==> config.mk <==
export PLATFORM = sky130hd
export DESIGN_NAME = final_cos
export DESIGN_NICKNAME = d
export VERILOG_FILES = /design/src/rtl/final_cos_pkg.sv /design/src/rtl/final_cos_fx_mul.sv /design/src/rtl/final_cos.sv
export SDC_FILE = /design/constraint.sdc
export NUM_CORES = 1
export LEC_CHECK = 0
export CAP_MARGIN = 15
export CORE_MARGIN = 3
export CORE_UTILIZATION = 45
export CTS_CLUSTER_DIAMETER = 200
export DETAILED_ROUTE_END_ITERATION = 6
export PLACE_DENSITY = 0.63
export SYNTH_ARGS = -nofsm -noshare
export SYNTH_HDL_FRONTEND = slang
export SYNTH_HIERARCHICAL = 1
export SYNTH_SLANG_ARGS = --single-unit
==> constraint.sdc <==
create_clock -name clk -period 11.3 [get_ports clk]
set_input_delay 2.26 -clock clk [delete_from_list [all_inputs] [get_ports clk]]
set_output_delay 2.26 -clock clk [all_outputs]
set_load 0.03 [all_outputs]
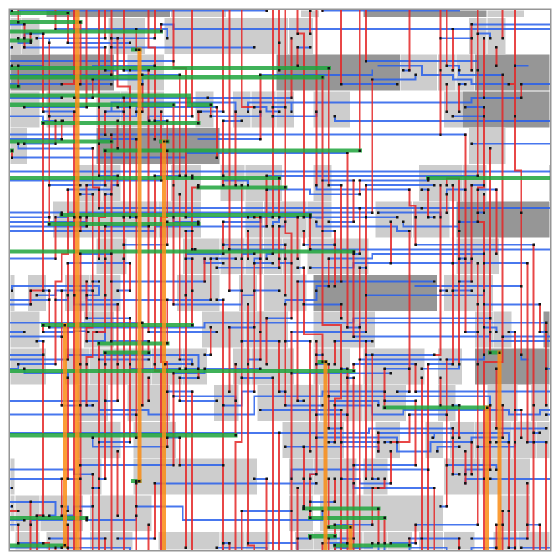
**Above:** a small window of the routed layout.
Window x 70 to 110, y 34 to 74 µm. Cells in gray, sequential cells in the stronger gray; small squares are vias.
metal 1 -> blue
metal 4 -> orange
metal 3 -> green
metal 2 -> red
most frequent = nand2_1 (17), a21oi_1 (13), o21ai_0 (11)
cells with their middle in the window = 125
sequential cells in the window = 8

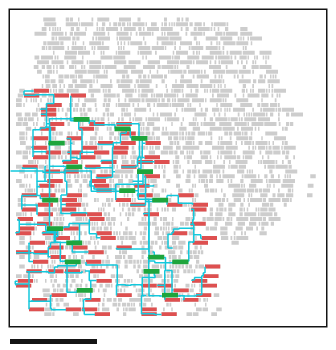
**Above:** clock distribution.
Scale bar: 50 µm.
flip-flops -> red  # count 116
clock wires -> cyan  # length 1660 µm
clock drivers -> green  # count 17
routed clock nets = 18
Insertion Delay late pin: 0.42 ns

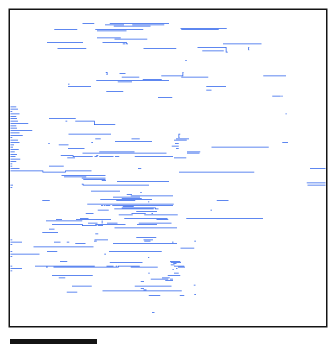
**Above:** met3 routing.
Scale bar: 50 µm.
longest straight run = 49.2 µm
main direction = horizontal
share of all routed wire = 6.0%
nets with wire on the layer = 150
wire length on this layer = 2260 µm
Total Routed Length: 37.5 mm
met3 global-route usage: 2.86%

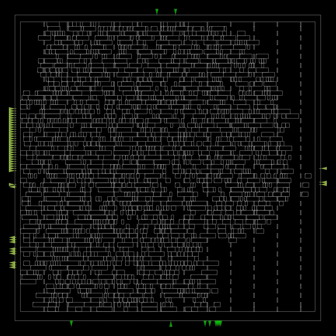
**Above:** cell outlines without signal wires.
Taps Inserted: 390
final instance count without filler cells: 2045
fraction of area in registers: 18.8%
fill cell total of the finished layout: 2814
standard-cell row count: 63

==> summary.txt <==
The run has ended; figures from its reports follow.

The starting utilization of the core area is 46.1%. The sequential share of the synthesized area is 21.1%. For this run, global-route usage on met2 was measured as 38.3%. In this run the biggest area consumer among cell types represents 27.2% of the synthesized area.

The area fraction of clock buffers and clock inverters came out at 3.98%. The setup slack on the worst flop-to-flop path came out at 0.88 ns. Buffers placed on the I/O ports in this run total 51. Once synthesis finished, the tally of register bits stood at 116. Counting both buffers and inverters, the worst setup path holds a total of 3. The initial antenna violation count is 1.

Setup repair after global routing left no endpoint under its margin. The routed length per placed instance came out at 18.4 µm. The synthesis run shows multiplexers occupying 1.53% of the cell area.

The most critical hold endpoint after final layout shows a slack of 0.465 ns. The setup clock skew after layout came out at 0.0138 ns. The run finished with clean final reports. The cell count listed in synth_stat.txt is 1597. Counting only logic cells after layout, the most numerous master is sky130_fd_sc_hd__nand2_1. The total global-route track usage came out at 23.7%. The antenna diode count is 0. In the layout the commonest cells are 380 x sky130_fd_sc_hd__nand2_1, 247 x sky130_fd_sc_hd__inv_1, 187 x sky130_fd_sc_hd__fa_1, 116 x sky130_fd_sc_hd__dfrtp_1, 99 x sky130_fd_sc_hd__and2_1. The width of the die came out at 181 µm. Global route summary, busiest routing layer listed as met2. Counting every instance in the synthesized netlist gives 1597. The final weighted congestion in routability-driven placement is 0.936. CTS added clock buffers totalling 17. The number of flops mapped to enable cells by yosys is 0.

The data arrival at the endpoint of the critical path is 10.73 ns. The netlist uses 71 different library cells. The clock period minus final worst setup slack came out at 10.42 ns. The overall die size recorded for this design is 0.0327 mm². The path type of the worst setup path is reg -> reg.

After the last flow step, the layout net total stands at 1954. The final worst setup slack came out at 0.879 ns. The type recorded for the worst min-delay path is reg -> reg. The DRC violation total after the first TritonRoute iteration came out at 780. The worst pin sits at a relative slew slack of 36.2%. The post-synthesis instance area is 0.0138 mm². The via total after detailed routing is 10900. Wire segments on met2 add up to 17.6 mm in the final route. STA on the placed design reports a worst setup slack of 1.03 ns.

Global routing finished with a remaining overflow of 0.

Yosys instantiated no cell more often than sky130_fd_sc_hd__nand2_1. After Yosys synthesis, XOR and XNOR cells account for 3.69% of the synthesized area. The max-cap check violation count is 0. Per the detail_route log, met3 wirelength is 2.26 mm. The count of nets left with antenna violations after detail routing is 0. The report lists the number of cells resized after CTS as 0. At floorplan, the net count of the design was reported as 1909. The tree built by TritonCTS fans out to 116 sinks. The core occupancy in the finished layout came out at 51.8%. By area, logic gates come first. The routed design shows a via density per instance of 5.34.

The inverter count came out at 248. Sorting the Yosys area breakdown by cell type puts at the top sky130_fd_sc_hd__fa_1.
